===== src/rtl/fp_pkg.sv =====
// Single-precision field widths and operand class codes shared by the unpack
// and special-case stages. Pure declarations, no timing or flow control.
package fp_pkg;

  localparam int EXP_W  = 8;
  localparam int MANT_W = 23;
  localparam int FP_W   = 1 + EXP_W + MANT_W;

  localparam logic [EXP_W-1:0] EXP_MAX = '1;

  typedef enum logic [2:0] {
    FP_ZERO    = 3'b000,
    FP_INF     = 3'b001,
    FP_SUBNORM = 3'b010,
    FP_NORMAL  = 3'b011,
    FP_NAN     = 3'b100
  } fp_class_e;

  typedef struct packed {
    logic              sign;
    logic [EXP_W-1:0]  exp;
    logic [MANT_W-1:0] mant;
    fp_class_e         cls;
  } fp_op_t;

  // Signaling NaN: all-ones exponent, non-zero mantissa, quiet bit clear.
  function automatic logic is_snan(input logic [EXP_W-1:0] exp, input logic [MANT_W-1:0] mant);
    return (exp == EXP_MAX) && (mant != '0) && !mant[MANT_W-1];
  endfunction

endpackage


===== src/rtl/fifo.sv =====
// Generic in-order FIFO; data visible at the head one cycle after a push into an empty queue.
// push_rdy comes from registered count only, so a same-cycle pop never frees space for a push.
module fifo #(
  parameter int W     = 8,
  parameter int DEPTH = 2
) (
  input  logic         clk,
  input  logic         rst_n,
  input  logic         push_vld,
  output logic         push_rdy,
  input  logic [W-1:0] push_dat,
  output logic         pop_vld,
  input  logic         pop_rdy,
  output logic [W-1:0] pop_dat
);

  localparam int AW = (DEPTH > 1) ? $clog2(DEPTH) : 1;
  localparam int CW = $clog2(DEPTH + 1);
  localparam logic [CW-1:0] FULL    = CW'(DEPTH);
  localparam logic [AW-1:0] LAST_PTR = AW'(DEPTH - 1);

  logic [W-1:0]  mem [DEPTH];
  logic [AW-1:0] wr_ptr;
  logic [AW-1:0] rd_ptr;
  logic [CW-1:0] count;
  logic          rdy_en;
  logic          push;
  logic          pop;

  function automatic logic [AW-1:0] ptr_next(input logic [AW-1:0] ptr);
    return (ptr == LAST_PTR) ? '0 : ptr + AW'(1);
  endfunction

  // rdy_en keeps push_rdy low through reset and rises on the first edge after release.
  assign push_rdy = rdy_en && (count != FULL);
  assign pop_vld  = (count != '0);
  assign pop_dat  = mem[rd_ptr];
  assign push     = push_vld && push_rdy;
  assign pop      = pop_vld && pop_rdy;

  always_ff @(posedge clk or negedge rst_n) begin
    if (!rst_n) begin
      for (int i = 0; i < DEPTH; i++) begin
        mem[i] <= '0;
      end
      wr_ptr <= '0;
      rd_ptr <= '0;
      count  <= '0;
      rdy_en <= 1'b0;
    end else begin
      rdy_en <= 1'b1;
      if (push) begin
        mem[wr_ptr] <= push_dat;
        wr_ptr      <= ptr_next(wr_ptr);
      end
      if (pop) begin
        rd_ptr <= ptr_next(rd_ptr);
      end
      if (push && !pop) begin
        count <= count + CW'(1);
      end else if (pop && !push) begin
        count <= count - CW'(1);
      end
    end
  end

endmodule


===== src/rtl/fp_classify.sv =====
// Splits one single-precision word into fields and a class code.
// Purely combinational (zero latency); no flow control.
module fp_classify
  import fp_pkg::*;
(
  input  logic [FP_W-1:0] op,
  output fp_op_t          unp,
  output logic            snan
);

  logic [EXP_W-1:0]  exp;
  logic [MANT_W-1:0] mant;

  assign exp  = op[FP_W-2 -: EXP_W];
  assign mant = op[MANT_W-1:0];

  always_comb begin
    unp.sign = op[FP_W-1];
    unp.exp  = exp;
    unp.mant = mant;
    unp.cls  = FP_NORMAL;
    if (exp == '0) begin
      unp.cls = (mant == '0) ? FP_ZERO : FP_SUBNORM;
    end else if (exp == EXP_MAX) begin
      unp.cls = (mant == '0) ? FP_INF : FP_NAN;
    end
  end

  assign snan = is_snan(exp, mant);

endmodule


===== src/rtl/fp_unpack_stage.sv =====
// Classifies an operand pair and queues it in a 2-entry FIFO; latency 1 into an empty queue.
// in_ready is registered (low when two entries are held, even if the head pops that cycle).
module fp_unpack_stage
  import fp_pkg::*;
#(
  parameter int TAG_W = 4
) (
  input  logic              clk,
  input  logic              rst_n,
  input  logic              in_valid,
  output logic              in_ready,
  input  logic [FP_W-1:0]   in_a,
  input  logic [FP_W-1:0]   in_b,
  input  logic [TAG_W-1:0]  in_tag,
  output logic              out_valid,
  input  logic              out_ready,
  output logic              out_sign_a,
  output logic              out_sign_b,
  output logic [EXP_W-1:0]  out_exp_a,
  output logic [EXP_W-1:0]  out_exp_b,
  output logic [MANT_W-1:0] out_mantis_a,
  output logic [MANT_W-1:0] out_mantis_b,
  output logic [2:0]        out_type_a,
  output logic [2:0]        out_type_b,
  output logic              out_snan,
  output logic [TAG_W-1:0]  out_tag
);

  typedef struct packed {
    fp_op_t             a;
    fp_op_t             b;
    logic               snan;
    logic [TAG_W-1:0]   tag;
  } entry_t;

  fp_op_t unp_a;
  fp_op_t unp_b;
  logic   snan_a;
  logic   snan_b;
  entry_t wr_dat;
  entry_t rd_dat;

  fp_classify u_cls_a (
    .op   (in_a),
    .unp  (unp_a),
    .snan (snan_a)
  );

  fp_classify u_cls_b (
    .op   (in_b),
    .unp  (unp_b),
    .snan (snan_b)
  );

  always_comb begin
    wr_dat      = '0;
    wr_dat.a    = unp_a;
    wr_dat.b    = unp_b;
    wr_dat.snan = snan_a || snan_b;
    wr_dat.tag  = in_tag;
  end

  fifo #(
    .W     ($bits(entry_t)),
    .DEPTH (2)
  ) u_fifo (
    .clk      (clk),
    .rst_n    (rst_n),
    .push_vld (in_valid),
    .push_rdy (in_ready),
    .push_dat (wr_dat),
    .pop_vld  (out_valid),
    .pop_rdy  (out_ready),
    .pop_dat  (rd_dat)
  );

  assign out_sign_a   = rd_dat.a.sign;
  assign out_sign_b   = rd_dat.b.sign;
  assign out_exp_a    = rd_dat.a.exp;
  assign out_exp_b    = rd_dat.b.exp;
  assign out_mantis_a = rd_dat.a.mant;
  assign out_mantis_b = rd_dat.b.mant;
  assign out_type_a   = rd_dat.a.cls;
  assign out_type_b   = rd_dat.b.cls;
  assign out_snan     = rd_dat.snan;
  assign out_tag      = rd_dat.tag;

endmodule


===== config.mk =====
export PLATFORM = sky130hd
export DESIGN_NAME = fp_unpack_stage
export DESIGN_NICKNAME = d
export VERILOG_FILES = /design/src/rtl/fp_pkg.sv /design/src/rtl/fifo.sv /design/src/rtl/fp_classify.sv /design/src/rtl/fp_unpack_stage.sv
export SDC_FILE = /design/constraint.sdc
export NUM_CORES = 1
export LEC_CHECK = 0
export ABC_AREA = 0
export CORE_AREA = 2 2 118 120
export CTS_BUF_LIST = sky130_fd_sc_hd__clkbuf_2 sky130_fd_sc_hd__clkbuf_4 sky130_fd_sc_hd__clkbuf_8
export DETAILED_ROUTE_END_ITERATION = 10
export DIE_AREA = 0 0 120 122
export PLACE_DENSITY = 0.79
export SLEW_MARGIN = 20
export SYNTH_ARGS = -nofsm -noshare
export SYNTH_HDL_FRONTEND = slang
export SYNTH_SLANG_ARGS = --single-unit

===== constraint.sdc =====
create_clock -name clk -period 2 [get_ports clk]
set_input_delay 0.3 -clock clk [delete_from_list [all_inputs] [get_ports clk]]
set_output_delay 0.3 -clock clk [all_outputs]
set_load 0.05 [all_outputs]

==> results.yml <==
# physical design summary
run_status:
  status: "complete, but fails checks"
  failed_checks: "setup timing"
run:
  maxCapViolCount: 0
  warnings: 28
sta:
  final.setup.tns_ns: -1.61
  setup_slack_ns: -0.0569
  finalCritPeriodShare_pct: 103
  slew_viol_final: 0
  finClkSkew_ns: 0.00774
  max_freq_ghz: 0.486
  finalSetupViolCount: 48
pwr:
  clkPwrFrac_pct: 12.6
  p_int_mw: 9.92
  p_sw_share_pct: 46.0
  powerDensity_nw_per_um2: 1960
  p_sw_mw: 8.44
route:
  wl_mm: 17.7
  num_vias: 5770
  drtIter0Drc: 460
  route.detailed.wl_per_inst_um: 16.0
  viasPerCell: 5.19
clock_network:
  clockBufferDepth: 2
  post-cts-setup-buffers: 2
  htree_levels: 4
  cts_tree: "built"
  ctsHoldBuffers: 1
  cts_inserted_buffers: 17
  cts_resized: 38
  ctsRootBufferMaster: "clkbuf_8"
  cts.reportedPaths.clkPinSlew_ns: 0.09
grt:
  grt_pass1_wl_mm: 28.3
  grt_max_degree: 50
  grt_usage_pct: 24.7
  overflow: 0
  antenna_found_initial: 0
layout:
  mostFrequentLayoutCell: "nand2_1"
  layout-drive-gt1-share_pct: 23.6
  lay_top_cells: "nand2_1 (427), dfrtp_1 (154), buf_6 (78), mux2_2 (76), clkdlybuf4s50_1 (70)"
die:
  fp.coreArea_um2: 13500
  dieArea_um2: 14600
  die_h_um: 122
  fp_util_pct: 51.5
  ios: 149
worst_setup_path:
  end_kind: "primary output"
  critPathCapture: "out_exp_b[1]"
  cp_max_fo: 12
  worstPathArrival_ns: 1.76
worst_hold_path:
  holdCritPathClass: "input port to async pin"
synthesis:
  edf_count: 0
  ys_seq_share_pct: 55.8
  ys_warn_count: 0
  numSynthFlops: 155
  topCellsByArea: "dfrtp_1 (56%), nand2_1 (23%), mux2_2 (12%), buf_2 (2.0%), nor4_1 (1.3%)"
  floorplan.nets: 835
placement:
  pre_cts_slack_ns: 0.00648
==> critical path, cell delays in order (launching register included) <==
cell and delay, ns:
dfrtp_4 0.54, buf_6 0.15, clkbuf_16 0.17, mux2_2 0.28
buf_6 0.15
==> routing by layer <==
metal	vias up	track usage [%]	wire length, um
met5	-	0	0
met4	0	8.09	289
met3	22	5.62	963
met2	183	40.3	8750
met1	2807	32.9	7740
li1	2758	-	-
==> cell families after synthesis <==
kind of cell	share of synthesized area (%)
adders and majority gates	0.180
muxes	12.5
DFF	55.8
xor gates and xnor gates	0.630
other	0.0539
buffers and inverters	2.93
and+or+nand+nor	26.5
AOI/OAI and AO/OA	1.47
==> metrics by stage <==
stage	std cells	power, mW	hold WS (ns)	instance area (um^2)	utilization (%)
after floorplan	762	12.1	0.00441	6960	-
after global placement	1072	14.7	0.277	8550	63.3
after detailed placement	1072	14.9	0.279	8550	63.3
after CTS	1109	17.9	0.358	9170	67.9
after global routing	1112	19.3	0.374	9370	69.4
final	1112	18.4	0.368	9370	69.4
==> power groups by stage <==
stage	Clock, mW	Sequential (mW)	Combinational (mW)
final	2.31	5.31	10.7
after global routing	2.48	5.48	11.3
after CTS	2.35	5.28	10.3
after detailed placement	0	5.33	9.57
after global placement	0	5.26	9.46
after floorplan	0	5.10	6.96
==> state kept, by name, summed over array words and instances (netlist names) <==
signal         count
u_fifo.count       2
u_fifo.wr_ptr      1
u_fifo.mem       150
u_fifo.rd_ptr      1
u_fifo.rdy_en      1
==> area by class of cell <==
| cell class | instances | area [um^2] |
|---|---|---|
| Fill cell | 1032 | 4140 |
| Sequential cell | 155 | 3880 |
| Multi-Input combinational cell | 567 | 2880 |
| Timing Repair Buffer | 178 | 1990 |
| Clock buffer | 20 | 263 |
| Tap cell | 180 | 225 |
| Clock inverter | 12 | 125 |
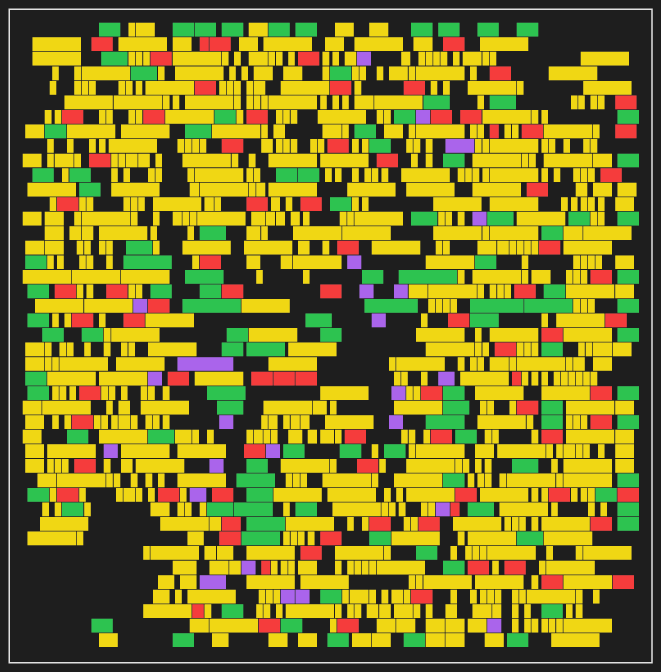
Fig. 1. Drive-strength map.
| size | colour | cells | most used |
|---|---|---|---|
| x6 and larger | green | 111 | buf_6 |
| x2 | red | 84 | mux2_2 |
| x1 and smaller | yellow | 712 | nand2_1 |
| x3 and x4 | purple | 25 | buf_4 |

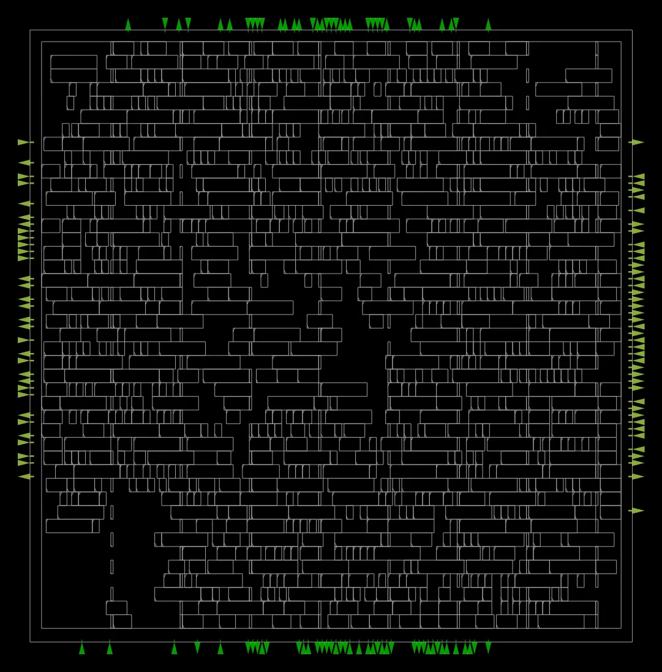
Fig. 2. Placed standard cells.
# fillers: 1032
standard-cell row count: 43
fin cells: 1112

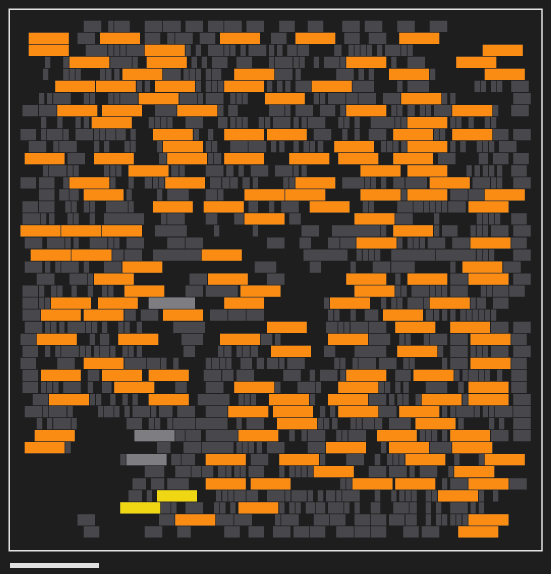
Fig. 3. Sequential cells coloured by netlist name.
Bar = 20 um. Other sequential cells in the stronger grey, the rest of the logic in the fainter grey.
| signal | colour | flops |
|---|---|---|
| u_fifo.count | yellow | 2 |
| u_fifo.mem | orange | 150 |

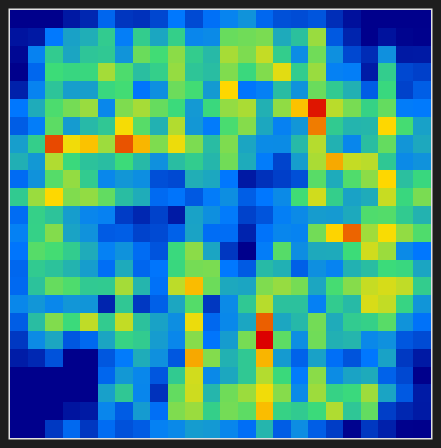
Fig. 4. Wire density map.
24 x 24 tiles, from dark blue (low) to red (high), scaled to the fullest tile. Values are wire area over tile area, all layers added.
densest ninth of the die: middle right
tiles over half the peak: 26%
emptiest ninth of the die: lower left

Power and IR drop assume default switching activity.
